==> run_1/drive_strength.png <==
Drawn at 6 px/um.
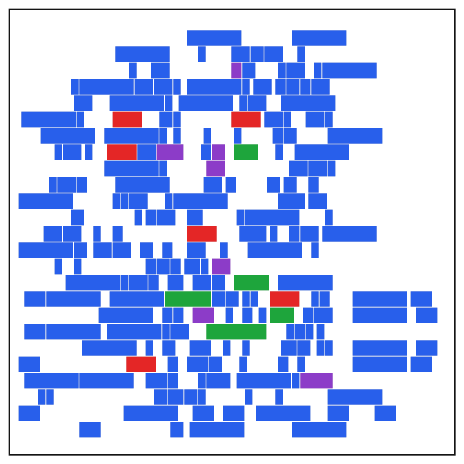
==> run_1/final_placement.png <==
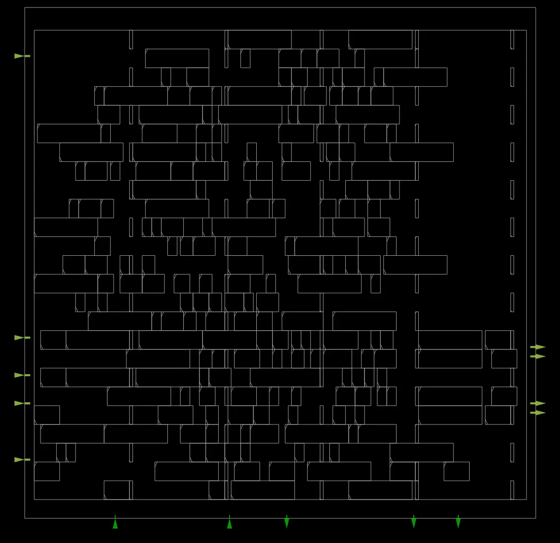
==> run_1/pins.png <==
Drawn at 6 px/um. Pins as bars across the die edge, other pins in gray.
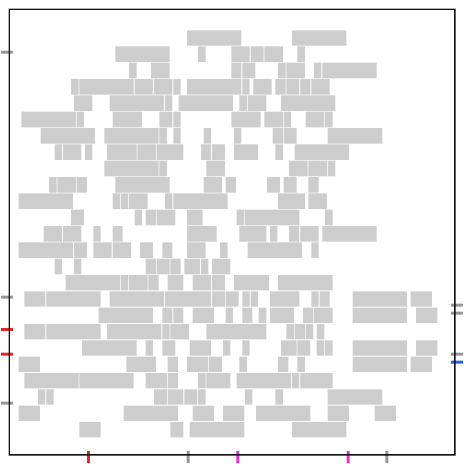
==> run_1/port_nets.png <==
Drawn at 4 px/um.
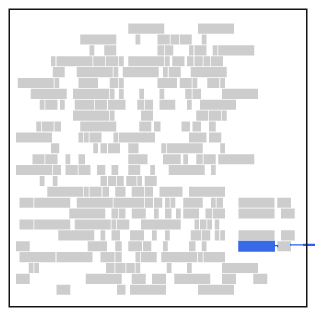
**config.mk**
```make
export PLATFORM = sky130hd
export DESIGN_NAME = reset_sequencer
export DESIGN_NICKNAME = d
export VERILOG_FILES = /design/src/rtl/reset_sequencer.sv
export SDC_FILE = /design/constraint.sdc
export NUM_CORES = 1
export LEC_CHECK = 0
export CAP_MARGIN = 10
export CORE_UTILIZATION = 40
export CTS_CLUSTER_SIZE = 14
export DETAILED_ROUTE_END_ITERATION = 6
export PLACE_DENSITY = 0.62
export RECOVER_POWER = 50
export SYNTH_ARGS = -nofsm -noshare
export SYNTH_HDL_FRONTEND = slang
export SYNTH_SLANG_ARGS = --single-unit
```
**constraint.sdc**
```tcl
create_clock -name iCLK -period 5.1 [get_ports iCLK]
set_clock_uncertainty 0.05 [all_clocks]
set_input_delay 0.765 -clock iCLK [delete_from_list [all_inputs] [get_ports iCLK]]
set_output_delay 0.765 -clock iCLK [all_outputs]
set_load 0.005 [all_outputs]
```
**src/rtl/reset_sequencer.sv**
```systemverilog
// Power-up / recovery reset sequencer: waits for PLL lock, then releases three
// reset stages in order with programmable delays and optional ack/timeout.
module reset_sequencer #(
  parameter int                CNT_W   = 24,
  parameter logic [CNT_W-1:0]  DLY0    = 24'h1FFFFF,
  parameter logic [CNT_W-1:0]  DLY1    = 24'h100000,
  parameter logic [CNT_W-1:0]  DLY2    = 24'hC00000,
  parameter logic [CNT_W-1:0]  TIMEOUT = 24'hFFFFFF,
  parameter logic [2:0]        ACK_EN  = 3'b111
) (
  input  logic       iCLK,
  input  logic       iRST,
  input  logic       iLOCK,
  input  logic       iSOFT_RST,
  input  logic [2:0] iACK,
  output logic       oRST_0,
  output logic       oRST_1,
  output logic       oRST_2,
  output logic [1:0] oSTAGE,
  output logic       oDONE,
  output logic       oFAULT
);

  typedef enum logic [2:0] {
    S_WAIT_LOCK,
    S_DELAY,
    S_WAIT_ACK,
    S_RUN,
    S_FAULT
  } state_e;

  localparam logic [CNT_W-1:0] ONE = CNT_W'(1);

  state_e           state_q, state_d;
  logic [1:0]       n_q, n_d;
  logic [CNT_W-1:0] cnt_q, cnt_d;
  logic [2:0]       rst_q, rst_d;
  logic             done_q, done_d;
  logic             fault_q, fault_d;

  logic             lock_meta_q, lock_sync_q;
  logic [2:0]       ack_meta_q, ack_sync_q;

  logic [CNT_W-1:0] dly_sel;
  logic             ack_req;
  logic             ack_cur;
  logic             restart;
  logic             stage_done;

  // Two-flop synchronizers for the asynchronous lock and ack inputs
  always_ff @(posedge iCLK or posedge iRST) begin
    if (iRST) begin
      lock_meta_q <= 1'b0;
      lock_sync_q <= 1'b0;
      ack_meta_q  <= '0;
      ack_sync_q  <= '0;
    end else begin
      lock_meta_q <= iLOCK;
      lock_sync_q <= lock_meta_q;
      ack_meta_q  <= iACK;
      ack_sync_q  <= ack_meta_q;
    end
  end

  // State register; outputs are registered alongside it
  always_ff @(posedge iCLK or posedge iRST) begin
    if (iRST) begin
      state_q <= S_WAIT_LOCK;
      n_q     <= '0;
      cnt_q   <= '0;
      rst_q   <= '0;
      done_q  <= 1'b0;
      fault_q <= 1'b0;
    end else begin
      state_q <= state_d;
      n_q     <= n_d;
      cnt_q   <= cnt_d;
      rst_q   <= rst_d;
      done_q  <= done_d;
      fault_q <= fault_d;
    end
  end

  always_comb begin
    dly_sel = DLY2;
    ack_req = ACK_EN[2];
    ack_cur = ack_sync_q[2];
    case (n_q)
      2'd0: begin dly_sel = DLY0; ack_req = ACK_EN[0]; ack_cur = ack_sync_q[0]; end
      2'd1: begin dly_sel = DLY1; ack_req = ACK_EN[1]; ack_cur = ack_sync_q[1]; end
      default: ;
    endcase
  end

  // A latched fault survives lock loss; only a soft or hard reset clears it
  assign restart = iSOFT_RST | (~lock_sync_q & (state_q != S_FAULT));

  always_comb begin
    state_d    = state_q;
    n_d        = n_q;
    cnt_d      = cnt_q;
    stage_done = 1'b0;
    if (restart) begin
      state_d = S_WAIT_LOCK;
      n_d     = '0;
      cnt_d   = '0;
    end else begin
      case (state_q)
        S_WAIT_LOCK: begin
          n_d   = '0;
          cnt_d = '0;
          if (lock_sync_q) state_d = S_DELAY;
        end
        S_DELAY: begin
          if (cnt_q == dly_sel - ONE) begin
            cnt_d = '0;
            if (ack_req) state_d = S_WAIT_ACK;
            else         stage_done = 1'b1;
          end else begin
            cnt_d = cnt_q + ONE;
          end
        end
        S_WAIT_ACK: begin
          if (ack_cur) begin
            stage_done = 1'b1;
          end else if (cnt_q == TIMEOUT - ONE) begin
            state_d = S_FAULT;
            cnt_d   = '0;
          end else begin
            cnt_d = cnt_q + ONE;
          end
        end
        default: cnt_d = '0;
      endcase
      if (stage_done) begin
        cnt_d = '0;
        if (n_q == 2'd2) begin
          state_d = S_RUN;
        end else begin
          n_d     = n_q + 2'd1;
          state_d = S_DELAY;
        end
      end
    end
  end

  // Released bits follow the next stage index, so they only ever rise in order
  always_comb begin
    rst_d   = '0;
    done_d  = 1'b0;
    fault_d = 1'b0;
    case (state_d)
      S_DELAY:    for (int i = 0; i < 3; i++) rst_d[i] = (i < int'(n_d));
      S_WAIT_ACK: for (int i = 0; i < 3; i++) rst_d[i] = (i <= int'(n_d));
      S_RUN: begin
        rst_d  = '1;
        done_d = 1'b1;
      end
      S_FAULT: fault_d = 1'b1;
      default: ;
    endcase
  end

  assign oRST_0 = rst_q[0];
  assign oRST_1 = rst_q[1];
  assign oRST_2 = rst_q[2];
  assign oSTAGE = n_q;
  assign oDONE  = done_q;
  assign oFAULT = fault_q;

endmodule

```
==> impl_results.rst, run 1 <==
Flow metrics
------------

.. list-table::
   :header-rows: 1

   * - Metric
     - Value
   * - Switching fraction of total power
     - about 22%
   * - Tot GR Track Use
     - around 15%
   * - Largest register FFs
     - 24
   * - Most frequently placed logic cell in the final layout
     - dfrtp_1
   * - Most popular library cell in the synthesized design by count
     - dfrtp_1
   * - Seq group
     - about 0.00034 W
   * - Syn nets
     - 212
   * - Total routed wirelength
     - roughly 3600 um
   * - # setup viols final
     - 0
   * - Async set-reset flop share out of synthesis
     - 100%
   * - Setup slack of the most critical reg-to-reg path
     - between 2 and 3 ns
   * - Portion of the clock cycle consumed by the worst path in the final layout
     - 58.6%
   * - Non-clk buf share
     - 5.71%
   * - Biggest Area Class
     - flip-flops and latches
   * - GRT overflow
     - 0
   * - Comb power frac
     - between 3 and 4%
   * - Number of stages on the worst setup path
     - 3
   * - Type of element capturing the critical path
     - asynchronous set/reset pin
   * - Max-cap violations
     - 1
   * - Post-detailed-route via-to-cell ratio
     - between 4 and 5
   * - Number of fill cells in the layout
     - between 400 and 500
   * - Setup TNS Final
     - 0 ns
   * - FF-to-FF path depth
     - 6
   * - Count of final max-slew check failures
     - ~43
   * - Number of clock buffers in the layout
     - 7
   * - Top cells by area, synth
     - dfrtp_1 (51%), xor2_1 (7.2%), nor2_1 (6.7%)
   * - Dominant non-sequential cell family after synthesis
     - simple AND/OR/NAND/NOR gates
   * - Failing checks
     - capacitance limit, slew limit
   * - Final core utilization
     - between 40 and 50%
   * - Synth warnings
     - 0
   * - Largest stage delay on the critical path
     - between 1.5 and 2 ns
   * - Worst slack, placed
     - between 2 and 3 ns
   * - Class of the most critical setup path
     - in2async
   * - Multi-input gate share of total cell area
     - between 40% and 50%
   * - Post-synthesis sequential element count
     - roughly 42
   * - Count of vias placed by the detailed router
     - 1419
   * - TritonCTS clock tree
     - done
   * - Number of cell instances after yosys synthesis
     - between 200 and 250
   * - Leakage
     - a little under 1 nW
   * - Die area
     - 0.00548 mm^2
   * - Group drawing the most power
     - registers
   * - Synthesized-area fraction occupied by ao, oa, aoi and oai cells
     - slightly above 9%
   * - Mean post-synth cell area
     - slightly above 10 um^2
   * - Number of nets in the layout
     - approximately 230
   * - Number of CTS-inserted buffers
     - 5
   * - Root Driver
     - clkbuf_8
   * - Total cell area reported by yosys after synthesis
     - between 0.002 and 0.0025 mm^2
   * - Library cell with the largest summed area after synthesis
     - dfrtp_1
   * - Final-layout clock-cell area share
     - approximately 3.9%
   * - Number of signal-net inverters in the final layout
     - 5
   * - Overall power
     - roughly 0.00058 W
   * - Worst-case hold path end point
     - ack_sync_q[1]
   * - Worst voltage drop across the vdd grid
     - 0.180 mV
   * - Sequential cell area
     - between 0.001 and 0.0015 mm^2
   * - Number of nets with antenna violations after detailed routing
     - 0
   * - Design internal power
     - between 0.0004 and 0.0005 W
   * - Post-cts gate resize count
     - 0
   * - Diode insertion count for antenna repair
     - 0
   * - Highest fanout seen on the critical path
     - between 40 and 50
   * - Tap cells
     - approximately 67
   * - Combinational gates
     - roughly 150
   * - Power Dens Cells
     - around 250 mW/mm^2
   * - Synth top cells by count
     - dfrtp_1 (42), nor2_1 (37), nand2_1 (17), xor2_1 (17), nand3_1 (12)
   * - Worst slew margin
     - -45.0%
   * - Clock slew at reported path FFs
     - about 0.07 ns
   * - Predominant post-synthesis flop cell
     - dfrtp_1
   * - Post-Synthesis Cells
     - ~200
   * - Largest register by flop count
     - cnt_q
   * - Clk power
     - 0.000220 W
   * - Post-Place Cell Area
     - about 0.0023 mm^2
   * - Fraction of met3 tracks used by global routing
     - 4.47%
   * - Result of the run
     - finished with violations
   * - Worst hold slack across all endpoints
     - between 0.3 and 0.4 ns
   * - Initial core utilization
     - a little over two fifths
   * - Drt wl/cell
     - 12.7 um
   * - Multiplexer share of the synthesized area
     - 0%
   * - Insertion delay at the late pin of the worst-skew pair
     - about 0.29 ns
   * - Max H-tree Level
     - 2
   * - Startpoint class of the critical path
     - primary input
   * - Part of the total power dissipated in the clock network
     - a little under two fifths
   * - Reg-to-reg critical path startpoint
     - cnt_q[5]
   * - Data arrival time at the worst-slack endpoint
     - 2.90 ns
   * - Core ar.
     - about 0.0048 mm^2
   * - Top layer in use
     - met4
   * - Routed length on met2
     - about 1500 um
   * - Shortest period the worst path allows
     - between 2 and 3 ns
   * - Endpoint of the most critical register-to-register path
     - cnt_q[19]
   * - Parity-gate share of the synthesized area counting xor and xnor cells
     - between 9 and 10%
   * - Number of global-route vias before repair
     - between 1k and 1.5k
About drive_strength.png:
color	size	cells
red	drive 6 and up	6
blue	drive 1 or less	201
purple	drive 2	7
green	drive 3 to 4	5
total of plain and repair buffers excluding clock buffers: 14
post-route standard cell area excluding fillers: 0.00235 mm^2
area growth from synthesis to final layout: 13.1%
final worst slack: 2.11 ns

About final_placement.png:
Placement Rows: 25
seq_cells: 42

About pins.png:
color	port	pins	direction	edge
magenta	oSTAGE	2	output	bottom
red	iACK	3	input	2 left, 1 bottom
blue	oRST_2	1	output	right
all pins by edge	5 bottom, 5 left, 4 right
overall die width: 74.0 um
die outline height: 74.0 um
port bufs: 13

About port_nets.png:
color	port	bits	direction	end cells	buffers	wire
blue	oRST_2	1	output	1	1	4.90 um
count of pins on the block boundary: 14

==> run_1/metal_stack.png <==
Drawn at 6 px/um. Two of the layers only.
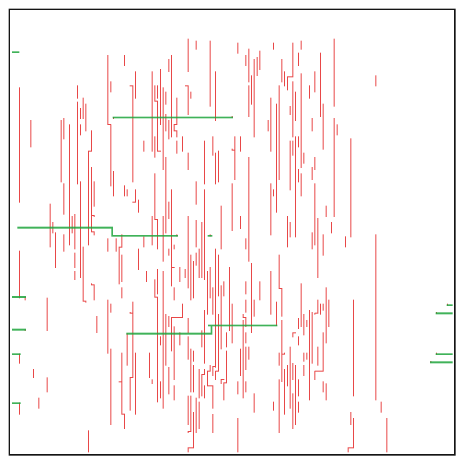

==> run 1 -> run 2 <==
--- a/config.mk
+++ b/config.mk
@@ -9,7 +9,7 @@
 export CORE_UTILIZATION = 40
 export CTS_CLUSTER_SIZE = 14
 export DETAILED_ROUTE_END_ITERATION = 6
-export PLACE_DENSITY = 0.62
+export PLACE_DENSITY = 0.64
 export RECOVER_POWER = 50
 export SYNTH_ARGS = -nofsm -noshare
 export SYNTH_HDL_FRONTEND = slang
==> constraint.sdc (replaced) <==
create_clock -name iCLK -period 2.7 [get_ports iCLK]
set_clock_uncertainty 0.05 [all_clocks]
set_input_delay 0.405 -clock iCLK [delete_from_list [all_inputs] [get_ports iCLK]]
set_output_delay 0.405 -clock iCLK [all_outputs]
set_load 0.005 [all_outputs]
==> run_2/metal_stack.png <==
Drawn at 6 px/um. Two of the layers only.
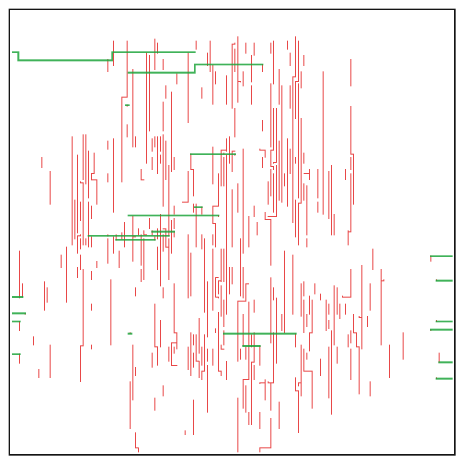
color	layer	wire length
red	met2	1610 um
green	met3	142 um
Tot GR Track Use: 16.1%
count of vias placed by the detailed router: 1485
total routed wirelength: 3790 um
drt wl/cell: 13.1 um

==> run_2/drive_strength.png <==
Drawn at 6 px/um.
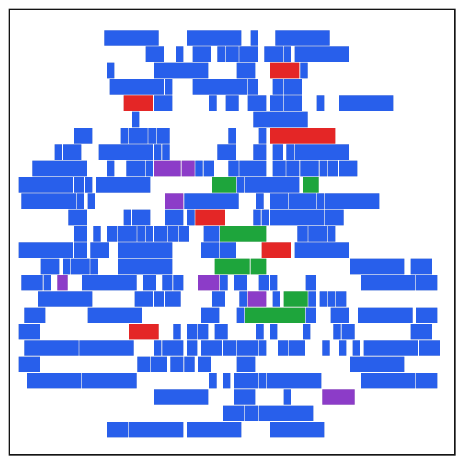
color	size	cells
purple	drive 2	7
red	drive 6 and up	6
blue	drive 1 or less	201
green	drive 3 to 4	7
final worst slack: 0.346 ns
post-route standard cell area excluding fillers: 0.00238 mm^2
area growth from synthesis to final layout: 14.6%
total of plain and repair buffers excluding clock buffers: 16

==> impl_results.rst, run 2 <==
Flow metrics
------------

.. list-table::
   :header-rows: 1

   * - Metric
     - Value
   * - Port bufs
     - 13 (unchanged)
   * - Number of signal-net inverters in the final layout
     - 5 (unchanged)
   * - Count of pins on the block boundary
     - 14 (unchanged)
   * - Group drawing the most power
     - registers (unchanged)
   * - Final core utilization
     - 49.0% (was 48.4%)
   * - Biggest Area Class
     - flip-flops and latches (unchanged)
   * - Largest stage delay on the critical path
     - 0.51 ns (was 1.55 ns)
   * - Total cell area reported by yosys after synthesis
     - 0.00207 mm^2 (unchanged)
   * - Number of clock buffers in the layout
     - 7 (unchanged)
   * - Routed length on met2
     - 1610 um (was 1550 um)
   * - Largest register by flop count
     - cnt_q (unchanged)
   * - Number of stages on the worst setup path
     - 7 (was 3)
   * - Type of element capturing the critical path
     - flop (was asynchronous set/reset pin)
   * - Placement Rows
     - 25 (unchanged)
   * - Class of the most critical setup path
     - reg2reg (was in2async)
   * - Design internal power
     - 0.000925 W (was 0.000452 W)
   * - Shortest period the worst path allows
     - 2.35 ns
   * - Root Driver
     - clkbuf_8 (unchanged)
   * - Overall power
     - 0.00117 W (was 0.000578 W)
   * - Seq_cells
     - 42 (unchanged)
   * - Max-cap violations
     - 0 (was 1)
   * - Worst slew margin
     - 32.5% (was -45.0%)
   * - Parity-gate share of the synthesized area counting xor and xnor cells
     - 9.29% (unchanged)
   * - Non-clk buf share
     - 6.32% (was 5.71%)
   * - Portion of the clock cycle consumed by the worst path in the final layout
     - about 87%
   * - Data arrival time at the worst-slack endpoint
     - 2.49 ns (was 2.90 ns)
   * - Switching fraction of total power
     - 20.8% (was 21.8%)
   * - Highest fanout seen on the critical path
     - 7 (was 42)
   * - Post-detailed-route via-to-cell ratio
     - 5.16 (was 4.96)
   * - Largest register FFs
     - 24 (unchanged)
   * - Part of the total power dissipated in the clock network
     - 41.9% (was 38.0%)
   * - Diode insertion count for antenna repair
     - 0 (unchanged)
   * - Synthesized-area fraction occupied by ao, oa, aoi and oai cells
     - 9.29% (unchanged)
   * - Clock slew at reported path FFs
     - 0.08 ns (was 0.07 ns)
   * - Multiplexer share of the synthesized area
     - 0% (unchanged)
   * - Predominant post-synthesis flop cell
     - dfrtp_1 (unchanged)
   * - Post-synthesis sequential element count
     - 42 (unchanged)
   * - Startpoint class of the critical path
     - flop (was primary input)
   * - Leakage
     - 0.981 nW (was 0.964 nW)
   * - Comb power frac
     - 3.3% (about the same)
   * - Initial core utilization
     - 42.8% (unchanged)
   * - Synth top cells by count
     - dfrtp_1 (42), nor2_1 (37), nand2_1 (17), xor2_1 (17), nand3_1 (12) (unchanged)
   * - # setup viols final
     - 0 (unchanged)
   * - Result of the run
     - finished clean (was finished with violations)
   * - Library cell with the largest summed area after synthesis
     - dfrtp_1 (unchanged)
   * - Setup slack of the most critical reg-to-reg path
     - 0.35 ns (was 2.58 ns)
   * - Worst-case hold path end point
     - ack_sync_q[2] (was ack_sync_q[1])
   * - Number of CTS-inserted buffers
     - 5 (unchanged)
   * - Worst voltage drop across the vdd grid
     - 0.201 mV (was 0.180 mV)
   * - Post-cts gate resize count
     - 0 (unchanged)
   * - Multi-input gate share of total cell area
     - 40.7% (was 41.2%)
   * - Insertion delay at the late pin of the worst-skew pair
     - 0.30 ns (was 0.29 ns)
   * - Sequential cell area
     - 0.00105 mm^2 (unchanged)
   * - Count of final max-slew check failures
     - 0 (was 43)
   * - GRT overflow
     - 0 (unchanged)
   * - Setup TNS Final
     - 0 ns (unchanged)
   * - Fraction of met3 tracks used by global routing
     - 4.88% (was 4.47%)
   * - Post-Synthesis Cells
     - 203 (unchanged)
   * - Max H-tree Level
     - 2 (unchanged)
   * - Seq group
     - 0.000640 W (was 0.000339 W)
   * - Mean post-synth cell area
     - 10.2 um^2 (unchanged)
   * - Syn nets
     - 212 (unchanged)
   * - Reg-to-reg critical path startpoint
     - cnt_q[1] (was cnt_q[5])
   * - Final-layout clock-cell area share
     - 4.47% (was 3.89%)
   * - Die area
     - 0.00548 mm^2 (unchanged)
==> run_2/final_placement.png <==
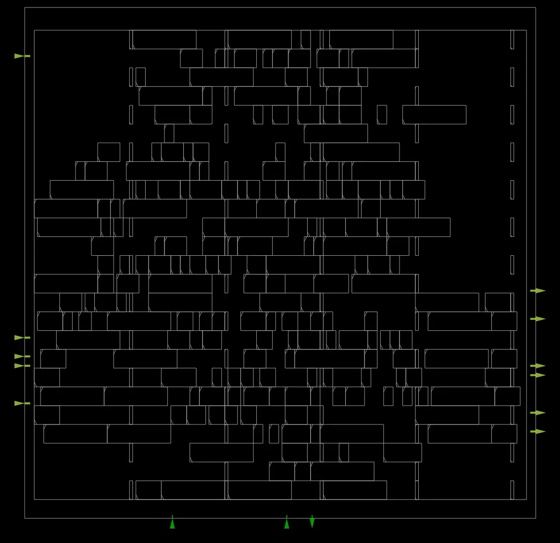
number of fill cells in the layout: 443
register share of the cell area: 44.2%
tap cells: 67
Core ar.: 0.00485 mm^2

No activity file was given, so power comes from the tool's default toggle rates.
